## config.mk

```make
export PLATFORM = sky130hd
export DESIGN_NAME = gemm_tile_sequencer
export DESIGN_NICKNAME = d
export VERILOG_FILES = /design/src/rtl/gemm_pkg.sv /design/src/rtl/gemm_idx_counter.sv /design/src/rtl/gemm_tile_sequencer.sv
export SDC_FILE = /design/constraint.sdc
export NUM_CORES = 2
export LEC_CHECK = 0
export ABC_AREA = 1
export CAP_MARGIN = 20
export CORE_MARGIN = 5
export CORE_UTILIZATION = 44
export DETAILED_ROUTE_END_ITERATION = 8
export SLEW_MARGIN = 15
export SYNTH_ARGS = -nofsm -noshare
export SYNTH_HDL_FRONTEND = slang
export SYNTH_SLANG_ARGS = --single-unit
export TNS_END_PERCENT = 1
```

## constraint.sdc

```tcl
create_clock -name iclk -period 5.95 [get_ports iclk]
set_clock_uncertainty 0.15 [all_clocks]
set_input_delay 1.19 -clock iclk [delete_from_list [all_inputs] [get_ports iclk]]
set_output_delay 1.19 -clock iclk [all_outputs]
set_load 0.02 [all_outputs]
```

## src/rtl/gemm_pkg.sv

```systemverilog
// Shared types and helpers for the GEMM tile sequencer.
//   gemm_state_t : sequencer FSM state encoding
//   LOAD_SEL_A/B : values of iload_sel choosing the operand bank
//   clog2_min1   : index width that never collapses to zero bits
package gemm_pkg;

    typedef enum logic [2:0] {
        IDLE,
        MAC,
        DRAIN,
        OUT,
        DONE
    } gemm_state_t;

    localparam logic LOAD_SEL_A = 1'b0;
    localparam logic LOAD_SEL_B = 1'b1;

    function automatic int clog2_min1(input int value);
        return (value > 1) ? $clog2(value) : 1;
    endfunction

endpackage

```

## src/rtl/gemm_idx_counter.sv

```systemverilog
// Nested i/j/k index counter for the GEMM tile sequencer.
//   iclk, irst  : clock, synchronous active-high reset
//   i_clr       : return all indices to zero
//   i_inc_k     : advance k (wraps to 0 after K-1)
//   i_inc_ij    : advance j, wrapping to 0 with i++ (i wraps after M-1)
//   o_i/o_j/o_k : current indices
//   o_last_k    : k == K-1
//   o_last_ij   : (i, j) == (M-1, N-1)
module gemm_idx_counter
    import gemm_pkg::*;
#(
    parameter int M = 4,
    parameter int N = 4,
    parameter int K = 4,
    localparam int IW = clog2_min1(M),
    localparam int JW = clog2_min1(N),
    localparam int KW = clog2_min1(K)
) (
    input  logic          iclk,
    input  logic          irst,
    input  logic          i_clr,
    input  logic          i_inc_k,
    input  logic          i_inc_ij,
    output logic [IW-1:0] o_i,
    output logic [JW-1:0] o_j,
    output logic [KW-1:0] o_k,
    output logic          o_last_k,
    output logic          o_last_ij
);

    logic [IW-1:0] r_i;
    logic [JW-1:0] r_j;
    logic [KW-1:0] r_k;
    logic          w_last_i;
    logic          w_last_j;

    assign w_last_i  = (r_i == IW'(M - 1));
    assign w_last_j  = (r_j == JW'(N - 1));
    assign o_last_k  = (r_k == KW'(K - 1));
    assign o_last_ij = w_last_i && w_last_j;

    always_ff @(posedge iclk) begin
        if (irst || i_clr) begin
            r_i <= '0;
            r_j <= '0;
            r_k <= '0;
        end else begin
            if (i_inc_k) begin
                r_k <= o_last_k ? '0 : r_k + KW'(1);
            end
            if (i_inc_ij) begin
                if (w_last_j) begin
                    r_j <= '0;
                    r_i <= w_last_i ? '0 : r_i + IW'(1);
                end else begin
                    r_j <= r_j + JW'(1);
                end
            end
        end
    end

    assign o_i = r_i;
    assign o_j = r_j;
    assign o_k = r_k;

endmodule

```

## src/rtl/gemm_tile_sequencer.sv

```systemverilog
// Initiator side of the MAC tile interface. Holds the A (MxK) and B (KxN)
// operands, walks C[i][j] row-major issuing one operand pair per cycle to an
// external 1-cycle-latency MAC, feeds the running sum back, and streams each
// finished C element out on a valid/ready handshake.
//   iclk, irst                          : clock, synchronous active-high reset
//   iload_valid/oload_ready/iload_sel/
//   iload_addr/iload_data               : operand write port (IDLE only)
//   istart, obusy, odone                : run control/status
//   oa_tile, ob_tile, ocurr_sum, isum   : MAC interface
//   oc_valid, ic_ready, oc_data,
//   oc_row, oc_col                      : result stream
//
// state | meaning
// IDLE  | accepting loads, waiting for istart
// MAC   | issuing k = 0..K-1 for the current C[i][j]
// DRAIN | last product emerging from the MAC; capture into oc_data
// OUT   | presenting C[i][j] until accepted
// DONE  | one-cycle odone pulse
module gemm_tile_sequencer
    import gemm_pkg::*;
#(
    parameter int DATA_WIDTH    = 64,
    parameter int MATRIX_WIDTH  = 4,
    parameter int MATRIX_HEIGHT = 4,
    parameter int MATRIX_ADJUST = 4,
    localparam int A_SIZE = MATRIX_HEIGHT * MATRIX_ADJUST,
    localparam int B_SIZE = MATRIX_ADJUST * MATRIX_WIDTH,
    localparam int ADDR_W = clog2_min1((A_SIZE > B_SIZE) ? A_SIZE : B_SIZE),
    localparam int ROW_W  = clog2_min1(MATRIX_HEIGHT),
    localparam int COL_W  = clog2_min1(MATRIX_WIDTH),
    localparam int K_W    = clog2_min1(MATRIX_ADJUST)
) (
    input  logic                  iclk,
    input  logic                  irst,
    input  logic                  iload_valid,
    output logic                  oload_ready,
    input  logic                  iload_sel,
    input  logic [ADDR_W-1:0]     iload_addr,
    input  logic [DATA_WIDTH-1:0] iload_data,
    input  logic                  istart,
    output logic                  obusy,
    output logic                  odone,
    output logic [DATA_WIDTH-1:0] oa_tile,
    output logic [DATA_WIDTH-1:0] ob_tile,
    output logic [DATA_WIDTH-1:0] ocurr_sum,
    input  logic [DATA_WIDTH-1:0] isum,
    output logic                  oc_valid,
    input  logic                  ic_ready,
    output logic [DATA_WIDTH-1:0] oc_data,
    output logic [ROW_W-1:0]      oc_row,
    output logic [COL_W-1:0]      oc_col
);

    localparam int A_AW = clog2_min1(A_SIZE);
    localparam int B_AW = clog2_min1(B_SIZE);

    gemm_state_t r_state;
    gemm_state_t w_state_nxt;

    logic [DATA_WIDTH-1:0] r_mem_a [A_SIZE];
    logic [DATA_WIDTH-1:0] r_mem_b [B_SIZE];
    logic [DATA_WIDTH-1:0] r_c_data;

    logic [ROW_W-1:0] w_i;
    logic [COL_W-1:0] w_j;
    logic [K_W-1:0]   w_k;
    logic             w_last_k;
    logic             w_last_ij;
    logic             w_clr;
    logic             w_inc_k;
    logic             w_inc_ij;
    logic             w_capture;
    logic             w_load_a;
    logic             w_load_b;
    logic [A_AW-1:0]  w_a_idx;
    logic [B_AW-1:0]  w_b_idx;

    gemm_idx_counter #(
        .M (MATRIX_HEIGHT),
        .N (MATRIX_WIDTH),
        .K (MATRIX_ADJUST)
    ) u_idx (
        .iclk      (iclk),
        .irst      (irst),
        .i_clr     (w_clr),
        .i_inc_k   (w_inc_k),
        .i_inc_ij  (w_inc_ij),
        .o_i       (w_i),
        .o_j       (w_j),
        .o_k       (w_k),
        .o_last_k  (w_last_k),
        .o_last_ij (w_last_ij)
    );

    // Out-of-range addresses are silently dropped.
    assign w_load_a = iload_valid && oload_ready && (iload_sel == LOAD_SEL_A)
                      && (int'(iload_addr) < A_SIZE);
    assign w_load_b = iload_valid && oload_ready && (iload_sel == LOAD_SEL_B)
                      && (int'(iload_addr) < B_SIZE);

    always_ff @(posedge iclk) begin
        if (w_load_a) begin
            r_mem_a[A_AW'(iload_addr)] <= iload_data;
        end
        if (w_load_b) begin
            r_mem_b[B_AW'(iload_addr)] <= iload_data;
        end
    end

    assign w_a_idx = A_AW'(int'(w_i) * MATRIX_ADJUST + int'(w_k));
    assign w_b_idx = B_AW'(int'(w_k) * MATRIX_WIDTH + int'(w_j));

    always_ff @(posedge iclk) begin
        if (irst) begin
            r_state <= IDLE;
        end else begin
            r_state <= w_state_nxt;
        end
    end

    always_comb begin
        w_state_nxt = r_state;
        w_clr       = 1'b0;
        w_inc_k     = 1'b0;
        w_inc_ij    = 1'b0;
        w_capture   = 1'b0;
        oa_tile     = '0;
        ob_tile     = '0;
        ocurr_sum   = '0;
        oc_valid    = 1'b0;
        case (r_state)
            IDLE: begin
                if (istart) begin
                    w_state_nxt = MAC;
                    w_clr       = 1'b1;
                end
            end
            MAC: begin
                oa_tile   = r_mem_a[w_a_idx];
                ob_tile   = r_mem_b[w_b_idx];
                // isum holds the previous issue's result; k==0 starts a fresh sum.
                ocurr_sum = (w_k == '0) ? '0 : isum;
                w_inc_k   = 1'b1;
                if (w_last_k) begin
                    w_state_nxt = DRAIN;
                end
            end
            DRAIN: begin
                w_capture   = 1'b1;
                w_state_nxt = OUT;
            end
            OUT: begin
                oc_valid = 1'b1;
                if (ic_ready) begin
                    w_inc_ij    = 1'b1;
                    w_state_nxt = w_last_ij ? DONE : MAC;
                end
            end
            DONE: begin
                w_state_nxt = IDLE;
            end
            default: begin
                w_state_nxt = IDLE;
            end
        endcase
    end

    always_ff @(posedge iclk) begin
        if (irst) begin
            r_c_data <= '0;
        end else if (w_capture) begin
            r_c_data <= isum;
        end
    end

    assign oload_ready = (r_state == IDLE);
    assign obusy       = (r_state == MAC) || (r_state == DRAIN) || (r_state == OUT);
    assign odone       = (r_state == DONE);
    assign oc_data     = r_c_data;
    assign oc_row      = w_i;
    assign oc_col      = w_j;

endmodule
```

Sequential cells grouped by signal name:
Scale: 1 px per um. Other sequential cells in the stronger grey, the rest of the logic in the fainter grey.
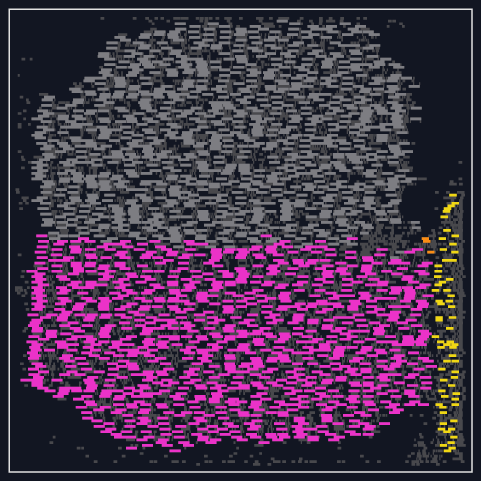
| colour | netlist name | sequential cells |
|---|---|---|
| yellow | oc_data | 64 |
| magenta | r_mem_b | 1,024 |
| orange | r_state | 3 |
not coloured: 1,030
Seq group: 16.5 mW
Final Core Density: 51.4%

Cell classes on the final placement:
Scale: 1 px per um.
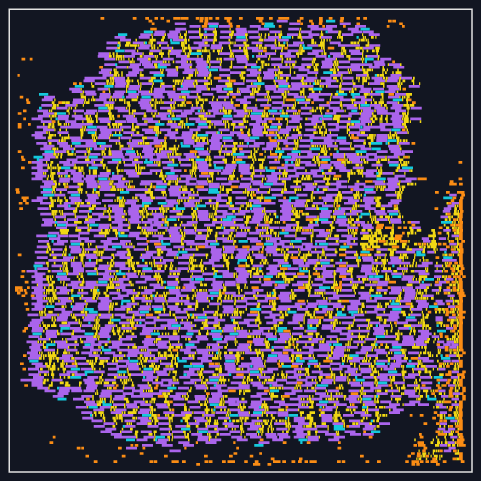
| colour | class | cells |
|---|---|---|
| orange | remaining buffers and delay cells | 595 |
| purple | registers | 2,121 |
| yellow | remaining logic cells | 5,947 |
| cyan | clock drivers and dummy loads | 403 |

==> job_summary.md <==
## Synthesis and layout report

| Metric | Value |
|---|---|
| Status | finished, final reports clean |
| Number of CTS-inserted buffers | roughly 220 |
| Input/output buffers | about 400 |
| PwrDens | 307 nW/um2 |
| Setup_tns | 0 ns |
| Critical path fanouts, max | 130 |
| Grt met1 use | 31.1% |
| Compound Share, Synth | 1.16% |
| Top cell area share | 68.7% |
| Max-cap viol count | 0 |
| CP Capture Type | output port |
| Sequential-to-total area share from yosys stat | 70.3% |
| Worst Reg-to-Reg Cells | 6 |
| Synth Cell Area | 89,600 um2 |
| Crit path from | u_idx.o_k[0]$_SDFFE_PP0N_ |
| Hold path start | oc_data[5]$_SDFFE_PP0P_ |
| Yosys warning count | 0 |
| Placed cell areas | 97,100 um2 |
| XOR/XNOR Fraction of Synth Area | 0% |
| Final WS setup | 0.288 ns |
| Total Nets Final | 9,027 |
| Final Non-Filler Cells | between 10,000 and 15,000 |
| Via count | ~61,000 |
| First-pass GRT wire length | 375 mm |
| Seq cells post-synth | 2,121 |
| WP data arrival | 4.32 ns |
| FFs w/ async S/R, synth | 0% |
| Die width | 461 um |
==> layout make-up <==
| type | instances | area, um2 | area share [%] |
|---|---|---|---|
| sequential | 2121 | 63000 | 60.5 |
| clock inverter | 100 | 946 | 0.909 |
| inverter | 1046 | 3970 | 3.82 |
| antenna | 8 | 20.0 | 0.0192 |
| timing repair buffer | 595 | 6330 | 6.08 |
| tap | 2672 | 3340 | 3.21 |
| multi-input combinational | 4901 | 20600 | 19.8 |
| clock buffer | 303 | 5880 | 5.65 |
==> critical path, cell delays in order (launching register included) <==
cell and delay, ns:
dfxtp_4 0.53, inv_8 0.67, buf_12 0.45, nand2_1 0.10
nand2_1 0.08, nand2_1 0.05, nand3_1 0.12, nand3_1 0.07
a21oi_1 0.41, clkdlybuf4s50_1 0.71
==> per-layer routing <==
layer  wire, um  share of wire (%)
met5         33              0.013
met4       7060                2.8
met3      17200                6.8
met2     124000                 49
met1     105000                 42
==> where the power goes <==
group	leakage (nW)	total [mW]	switching [mW]	internal [mW]
clock network	3.31	13.2	5.67	7.53
registers	19.0	16.5	0.0520	16.5
logic	19.0	2.16	1.50	0.660
total	41.4	31.9	7.22	24.7
==> flip-flops by register name, indices dropped and copies added, names as in the netlist <==
signal     cells
u_idx.o_j      2
oc_data       64
u_idx.o_i      2
r_mem_b     1024
r_mem_a     1024
u_idx.o_k      2
r_state        3
==> placed cells by master, fill, tap and decap left out, drive strengths merged, types with 73 or more instances in the layout <==
master / n
clkbuf: 303
clkinv: 77
nand2: 3166
clkdlybuf4s50: 394
nor2: 238
edfxtp: 2048
dfxtp: 73
inv: 1053
a21oi: 133
nand3: 1284
buf: 201
Power and IR drop assume default switching activity.
